--- config.mk ---
export PLATFORM = sky130hd
export DESIGN_NAME = bulk_in_buffer_filler_flat
export DESIGN_NICKNAME = d
export VERILOG_FILES = /design/src/rtl/bulk_in_buffer_filler_pkg.sv /design/src/rtl/bulk_in_buffer_filler_if.sv /design/src/rtl/bulk_in_buffer_filler_packer.sv /design/src/rtl/bulk_in_buffer_filler.sv /design/src/flat_wrapper.sv
export SDC_FILE = /design/constraint.sdc
export NUM_CORES = 1
export LEC_CHECK = 0
export CAP_MARGIN = 30
export CORE_MARGIN = 5
export CORE_UTILIZATION = 50
export CTS_CLUSTER_DIAMETER = 50
export DETAILED_ROUTE_END_ITERATION = 8
export PLACE_DENSITY = 0.86
export SKIP_LAST_GASP = 1
export SYNTH_ARGS = -nofsm -noshare
export SYNTH_HDL_FRONTEND = slang
export SYNTH_SLANG_ARGS = --single-unit
--- constraint.sdc ---
create_clock -name sys_clk -period 3.38 [get_ports sys_clk]
set_input_delay 0.507 -clock sys_clk [delete_from_list [all_inputs] [get_ports sys_clk]]
set_output_delay 0.507 -clock sys_clk [all_outputs]
set_load 0.05 [all_outputs]
--- src/rtl/bulk_in_buffer_filler_pkg.sv ---
// Shared types and constants for the FX3 bulk-in buffer filler.
package fx3_bulk_pkg;

   localparam int unsigned SAMPLE_W      = 16;
   localparam int unsigned WORD_W        = 2 * SAMPLE_W;

   // Header word layout: {tag, buf_seq, frame_seq}
   localparam int unsigned HDR_TAG_W     = 8;
   localparam int unsigned HDR_BSEQ_W    = 8;
   localparam int unsigned HDR_FSEQ_W    = 16;

   localparam int unsigned BUF_DEPTH_MIN = 7;
   localparam int unsigned BUF_DEPTH_MAX = 18;

   localparam logic [HDR_TAG_W-1:0] HDR_MAGIC_DEF = 8'hA5;

   typedef enum logic [2:0] {
      S_IDLE = 3'd0,
      S_HDR  = 3'd1,
      S_FILL = 3'd2,
      S_PAD  = 3'd3,
      S_HOLD = 3'd4
   } fill_state_t;

endpackage

--- src/rtl/bulk_in_buffer_filler_if.sv ---
// Sample stream, FIFO write port and FX3 handshake bundle.
interface bulk_in_buffer_filler_if;
   import fx3_bulk_pkg::*;

   logic                bulkInStart;
   logic [SAMPLE_W-1:0] pix_data;
   logic                pix_vld;
   logic                pix_last;
   logic                pix_ready;
   logic                currentXferDone;
   logic                wr_enable;
   logic [WORD_W-1:0]   wr_data;
   logic                xfer_ready;
   logic                proto_err;

   // Filler side
   modport master (
      input  bulkInStart, pix_data, pix_vld, pix_last, currentXferDone,
      output pix_ready, wr_enable, wr_data, xfer_ready, proto_err
   );

   // Source / FIFO / FX3 side
   modport slave (
      output bulkInStart, pix_data, pix_vld, pix_last, currentXferDone,
      input  pix_ready, wr_enable, wr_data, xfer_ready, proto_err
   );

endinterface

--- src/rtl/bulk_in_buffer_filler_packer.sv ---
// Packs two 16-bit samples into one 32-bit word; flushes a lone half on frame end.
module bulk_word_packer
   import fx3_bulk_pkg::*;
(
   input  logic                sys_clk,
   input  logic                clr,
   input  logic                accept,
   input  logic [SAMPLE_W-1:0] sample,
   input  logic                last,
   output logic                word_done_c,
   output logic [WORD_W-1:0]   word_c
);

   logic [SAMPLE_W-1:0] half_q;
   logic                half_full_q;

   // A word completes on its second half, or early when the frame ends on a first half
   always_comb begin
      word_done_c = accept & (half_full_q | last);
      word_c      = half_full_q ? {sample, half_q} : {SAMPLE_W'(0), sample};
   end

   // Low-half holding register
   always_ff @(posedge sys_clk) begin
      if (clr) begin
         half_q      <= '0;
         half_full_q <= 1'b0;
      end else if (accept) begin
         if (half_full_q | last) begin
            half_full_q <= 1'b0;
         end else begin
            half_q      <= sample;
            half_full_q <= 1'b1;
         end
      end
   end

endmodule

--- src/rtl/bulk_in_buffer_filler.sv ---
// Builds one FX3 bulk-in buffer: header, packed payload, zero pad, then holds for transfer.
module bulk_in_buffer_filler
   import fx3_bulk_pkg::*;
#(
   parameter int unsigned            BUF_DEPTH = 16,
   parameter logic [HDR_TAG_W-1:0]   HDR_MAGIC = HDR_MAGIC_DEF
)(
   input  logic                     sys_clk,
   input  logic                     sys_rst,
   input  logic                     frame_rst,
   bulk_in_buffer_filler_if.master  bus
);

   if (BUF_DEPTH < BUF_DEPTH_MIN || BUF_DEPTH > BUF_DEPTH_MAX) begin : g_bad_depth
      $error("bulk_in_buffer_filler: BUF_DEPTH out of range");
   end

   // Last payload index: payload words plus the header fill 2**BUF_DEPTH words
   localparam logic [BUF_DEPTH-1:0] P_LAST = '1;

   fill_state_t             state, state_n;
   logic [BUF_DEPTH-1:0]    wcnt, wcnt_n, wcnt_inc;
   logic [HDR_BSEQ_W-1:0]   buf_seq, buf_seq_n;
   logic [HDR_FSEQ_W-1:0]   frame_seq, frame_seq_n;
   logic                    last_seen, last_seen_n;
   logic                    proto_err_q, proto_err_n;
   logic                    wr_en_q, wr_en_n;
   logic [WORD_W-1:0]       wr_data_q, wr_data_n;
   logic                    xfer_ready_q;
   logic                    clr;
   logic                    accept;
   logic                    word_done_c;
   logic [WORD_W-1:0]       word_c;

   assign clr      = sys_rst | frame_rst;
   assign accept   = (state == S_FILL) & bus.pix_vld;
   assign wcnt_inc = wcnt + BUF_DEPTH'(1);

   assign bus.pix_ready  = (state == S_FILL);
   assign bus.wr_enable  = wr_en_q;
   assign bus.wr_data    = wr_data_q;
   assign bus.xfer_ready = xfer_ready_q;
   assign bus.proto_err  = proto_err_q;

   bulk_word_packer u_packer (
      .sys_clk     (sys_clk),
      .clr         (clr),
      .accept      (accept),
      .sample      (bus.pix_data),
      .last        (bus.pix_last),
      .word_done_c (word_done_c),
      .word_c      (word_c)
   );

   // Next-state, counters, sequence numbers and the next FIFO write
   always_comb begin
      state_n     = state;
      wcnt_n      = wcnt;
      buf_seq_n   = buf_seq;
      frame_seq_n = frame_seq;
      last_seen_n = last_seen;
      wr_en_n     = 1'b0;
      wr_data_n   = '0;
      proto_err_n = proto_err_q | (bus.currentXferDone & (state != S_HOLD));

      case (state)
         S_IDLE: begin
            if (bus.bulkInStart) state_n = S_HDR;
         end
         S_HDR: begin
            wr_en_n   = 1'b1;
            wr_data_n = {HDR_MAGIC, buf_seq, frame_seq};
            wcnt_n    = '0;
            state_n   = S_FILL;
         end
         S_FILL: begin
            if (word_done_c) begin
               wr_en_n   = 1'b1;
               wr_data_n = word_c;
               wcnt_n    = wcnt_inc;
               if (wcnt_inc == P_LAST) state_n = S_HOLD;
            end
            if (accept & bus.pix_last) begin
               last_seen_n = 1'b1;
               frame_seq_n = frame_seq + HDR_FSEQ_W'(1);
               if (wcnt_inc != P_LAST) state_n = S_PAD;
            end
         end
         S_PAD: begin
            wr_en_n = 1'b1;
            wcnt_n  = wcnt_inc;
            if (wcnt_inc == P_LAST) state_n = S_HOLD;
         end
         S_HOLD: begin
            if (bus.currentXferDone) begin
               buf_seq_n = buf_seq + HDR_BSEQ_W'(1);
               if (last_seen) begin
                  last_seen_n = 1'b0;
                  state_n     = S_IDLE;
               end else begin
                  state_n = S_HDR;
               end
            end
         end
         default: state_n = S_IDLE;
      endcase
   end

   // State and output registers; either reset source returns everything to idle
   always_ff @(posedge sys_clk) begin
      if (clr) begin
         state        <= S_IDLE;
         wcnt         <= '0;
         buf_seq      <= '0;
         frame_seq    <= '0;
         last_seen    <= 1'b0;
         proto_err_q  <= 1'b0;
         wr_en_q      <= 1'b0;
         wr_data_q    <= '0;
         xfer_ready_q <= 1'b0;
      end else begin
         state        <= state_n;
         wcnt         <= wcnt_n;
         buf_seq      <= buf_seq_n;
         frame_seq    <= frame_seq_n;
         last_seen    <= last_seen_n;
         proto_err_q  <= proto_err_n;
         wr_en_q      <= wr_en_n;
         wr_data_q    <= wr_data_n;
         xfer_ready_q <= (state == S_HOLD) & ~bus.currentXferDone;
      end
   end

endmodule
--- src/flat_wrapper.sv ---
// flat-port wrapper written by rule: the top's interface ports become plain ports
module bulk_in_buffer_filler_flat import fx3_bulk_pkg::*;
#(
   parameter int unsigned            BUF_DEPTH = 16,
   parameter logic [HDR_TAG_W-1:0]   HDR_MAGIC = HDR_MAGIC_DEF
)
  (sys_clk, sys_rst, frame_rst, bus_bulkInStart, bus_pix_data, bus_pix_vld, bus_pix_last, bus_currentXferDone, bus_pix_ready, bus_wr_enable, bus_wr_data, bus_xfer_ready, bus_proto_err);
  bulk_in_buffer_filler_if bus_i ();
  input  logic sys_clk;
  input  logic sys_rst;
  input  logic frame_rst;
  input wire logic [$bits(bus_i.bulkInStart)-1:0] bus_bulkInStart;
  input wire logic [$bits(bus_i.pix_data)-1:0] bus_pix_data;
  input wire logic [$bits(bus_i.pix_vld)-1:0] bus_pix_vld;
  input wire logic [$bits(bus_i.pix_last)-1:0] bus_pix_last;
  input wire logic [$bits(bus_i.currentXferDone)-1:0] bus_currentXferDone;
  output wire logic [$bits(bus_i.pix_ready)-1:0] bus_pix_ready;
  output wire logic [$bits(bus_i.wr_enable)-1:0] bus_wr_enable;
  output wire logic [$bits(bus_i.wr_data)-1:0] bus_wr_data;
  output wire logic [$bits(bus_i.xfer_ready)-1:0] bus_xfer_ready;
  output wire logic [$bits(bus_i.proto_err)-1:0] bus_proto_err;
  assign bus_i.bulkInStart = bus_bulkInStart;
  assign bus_i.pix_data = bus_pix_data;
  assign bus_i.pix_vld = bus_pix_vld;
  assign bus_i.pix_last = bus_pix_last;
  assign bus_i.currentXferDone = bus_currentXferDone;
  assign bus_pix_ready = bus_i.pix_ready;
  assign bus_wr_enable = bus_i.wr_enable;
  assign bus_wr_data = bus_i.wr_data;
  assign bus_xfer_ready = bus_i.xfer_ready;
  assign bus_proto_err = bus_i.proto_err;
  bulk_in_buffer_filler #(.BUF_DEPTH(BUF_DEPTH), .HDR_MAGIC(HDR_MAGIC)) u_core (.sys_clk(sys_clk), .sys_rst(sys_rst), .frame_rst(frame_rst), .bus(bus_i));
endmodule
placed.png
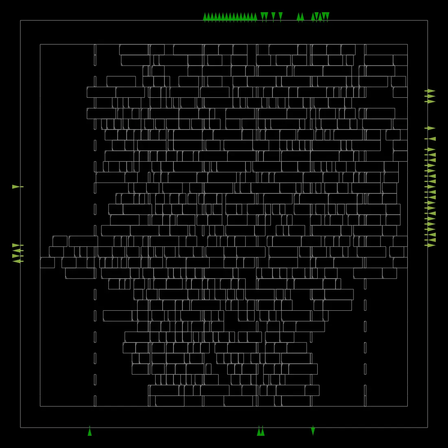
Tapcell Cnt: 108
total core area: 8680 µm²
post-route insts no fill: 667
Seq area share: 37.0%

sizing.png
Bar = 20 µm.
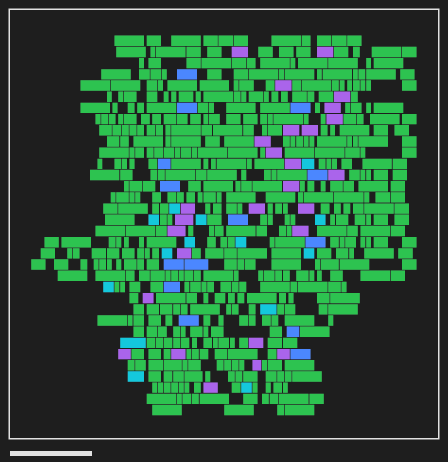
| colour | size | cells | share |
|---|---|---|---|
| green | x1 and smaller | 504 | 90% |
| purple | x2 | 27 | 4.8% |
| cyan | x3 and x4 | 14 | 2.5% |
| blue | x6 and larger | 14 | 2.5% |
count of non-CTS buffers in the layout: 67
Area growth syn-to-layout: 17.3%
post-route cell area: 5190 µm²

route_heat.png
21 x 21 tiles, from dark blue (low) to red (high), scaled to the fullest tile. Values are wire area over tile area, all layers added.
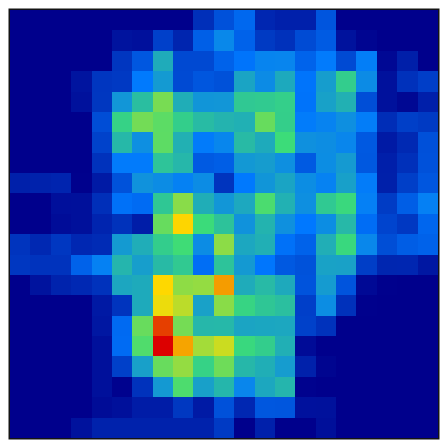
fullest tile: 0.86
mean over tiles: 0.16
emptiest ninth of the die: bottom right
tiles over half the peak: 6.8%
nearly empty tiles: 29%
Wirelength per Cell: 16.3 µm
global-route usage over all layers: 20.0%
vias: 3991

==> reports/qor.csv <==
stage,metric,value,unit
sta,max_slew headroom,31.4,%
outcome,status,"finished, final reports clean",
logic_synthesis,Synth flops,96,
logic_synthesis,top_reg_cell synth,dfxtp_1,
sta,fmax,371,MHz
flow_run,Tool Warnings,27,
worst_hold_path,Worst Hold Launch,u_core.u_packer.half_q[2],
flow_run,max cap viols,0,
setup_path,CP max FO,9,
sta,endpoints failing setup,0,
logic_synthesis,Mapped Area,4420,µm²
cts,postcts setup bufs,0,
logic_synthesis,mux share,4.98,%
grt,first-pass GRT wire length,18100,µm
logic_synthesis,Synth logic family,simple AND/OR/NAND/NOR gates,
drt,routed wl met3,744,µm
sta,cycle use final,79.7,%
grt,pin count of the biggest net entering global routing,30,
grt,global route total overflow,0,
logic_synthesis,Adder Area Share,1.13,%
cts,CTS tree,done,
logic_synthesis,Post-synth EDFFs,0,
setup_path,Critical path destination,bus_pix_ready,
worst_hold_path,Worst Hold End,u_core.u_packer.half_q[2],
logic_synthesis,synth warn,0,
die,fp_density,51.0,%
final_layout,share of layout cells above drive strength 1,9.84,%
logic_synthesis,and+or+nand+nor area frac,24.8,%
logic_synthesis,Floorplan Nets,540,
die,Top Ports,59,
cts,Worst-path clk slew,0.10,ns
drt,metal2 WL,4980,µm
clock_wires.png
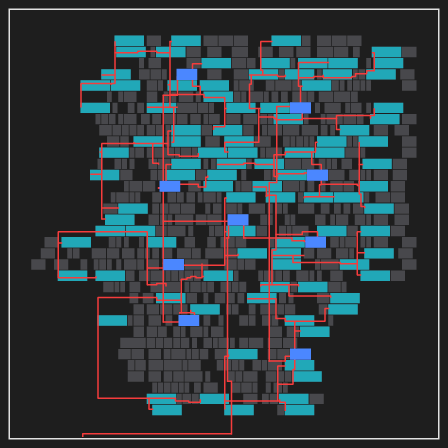
[blue] clock-net drivers | count: 9
[red] clock wires | length: 1100 µm
[cyan] flip-flops | count: 96
routed clock nets: 10
clock skew: 0.0112 ns
Clock Power: 0.749 mW
clock share of power: 37.5%
worst-skew pair later-pin latency: 0.38 ns

ff_map.png
Bar = 20 µm. Other sequential cells in the stronger grey, the rest of the logic in the fainter grey.
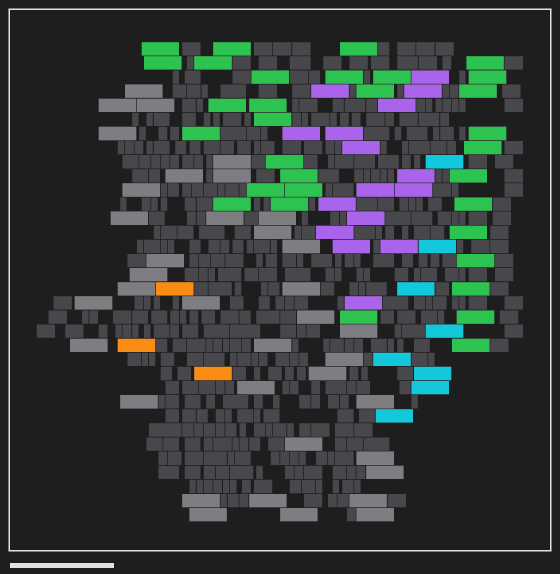
| colour | name in the netlist | sequential cells |
|---|---|---|
| cyan | `u_core.buf_seq` | 8 |
| green | `u_core.bus.wr_data` | 32 |
| orange | `u_core.state` | 3 |
| purple | `u_core.u_packer.half_q` | 16 |
not coloured: 37
P_seq: 1.14 mW
register area: 1920 µm²
final core occ: 59.8%

critical path: stages, from the launching register on:
cell and delay [ns]:
dfxtp_1 0.52, nor3b_2 0.41, clkdlybuf4s50_1 0.88
routing by layer:
metal | GRT usage [%] | vias up
met2 | 29.4 | 162
met3 | 3.54 | 27
met5 | 0 | -
li1 | - | 1899
met1 | 28.5 | 1903
met4 | 8.60 | 0
report_power, final:
group	internal [mW]	total [mW]	switching (mW)
combinational	0.0478	0.113	0.0648
clock	0.306	0.749	0.443
sequential	1.13	1.14	0.00357
total	1.49	2.00	0.512
placed cells by master (no fill, tap or decap), drive strengths merged, types with 5 or more instances in the layout:
cell type / n
clkbuf: 10
xnor2: 11
and3: 5
and4: 7
mux2: 16
nand3b: 5
clkdlybuf4s50: 58
inv: 10
a22oi: 24
buf: 9
nand4: 11
o21ai: 18
or3: 8
nor3: 8
dfxtp: 96
nor2: 72
or4: 6
a21oi: 50
nand3: 13
and2: 7
nand2: 52
xor2: 9
stage by stage:
| step | util, % | hold WS, ns |
|---|---|---|
| 3_5_place_dp | 57.5 | 0.446 |
| 6_report | 59.8 | 0.458 |
| 5_1_grt | 59.8 | 0.483 |
| 3_3_place_gp | 57.5 | 0.438 |
| 2_1_floorplan | - | 0.433 |
| 4_1_cts | 59.8 | 0.457 |
logic make-up (layout without fill, tap and decap cells):
| family | Yosys count | after routing |
|---|---|---|
| simple gates | 213 | 213 |
| xor+xnor | 20 | 20 |
| compound gates | 116 | 116 |
| buf+inv | 44 | 90 |
| fa+ha+maj | 4 | 4 |
| flops | 96 | 96 |
| mux | 20 | 20 |
Yosys cell counts, drive strengths merged (2+ instances only):
| cell type | number |
|---|---|
| dfxtp | 96 |
| nor2 | 72 |
| nand2 | 52 |
| a21oi | 50 |
| a22oi | 24 |
| clkbuf | 24 |
| o21ai | 18 |
| mux2 | 16 |
| nand3 | 13 |
| buf | 12 |
| nand4 | 11 |
| xnor2 | 11 |
| xor2 | 9 |
| nor3 | 8 |
| or3 | 8 |
| and2 | 7 |
| and4 | 7 |
| inv | 7 |
| or4 | 6 |
| and3 | 5 |
| nand3b | 5 |
| a31oi | 4 |
| ha | 4 |
| mux2i | 4 |
| nor4 | 4 |
| a41oi | 3 |
| or4b | 3 |
| a211oi | 2 |
| nand2b | 2 |
| nand4b | 2 |
| o211ai | 2 |
| o221ai | 2 |
| o311ai | 2 |
state kept, by name, summed over array words and instances, names as in the netlist:
name,cells
u_core.frame_seq,16
u_core.buf_seq,8
u_core.last_seen,1
u_core.u_packer.half_full_q,1
u_core.bus.xfer_ready,1
u_core.state,3
u_core.u_packer.half_q,16
u_core.bus.wr_enable,1
u_core.bus.wr_data,32
u_core.bus.proto_err,1
u_core.wcnt,16
cell type report:
type / instances / area (µm²)
repair buffers: 67 / 648
inverters: 7 / 26.3
well taps: 108 / 135
multi-input cells: 373 / 2260
clock buffers: 10 / 138
flip-flops and latches: 96 / 1920
fillers: 718 / 3490
clock inverters: 6 / 61.3
No activity file was given, so power comes from the tool's default toggle rates.
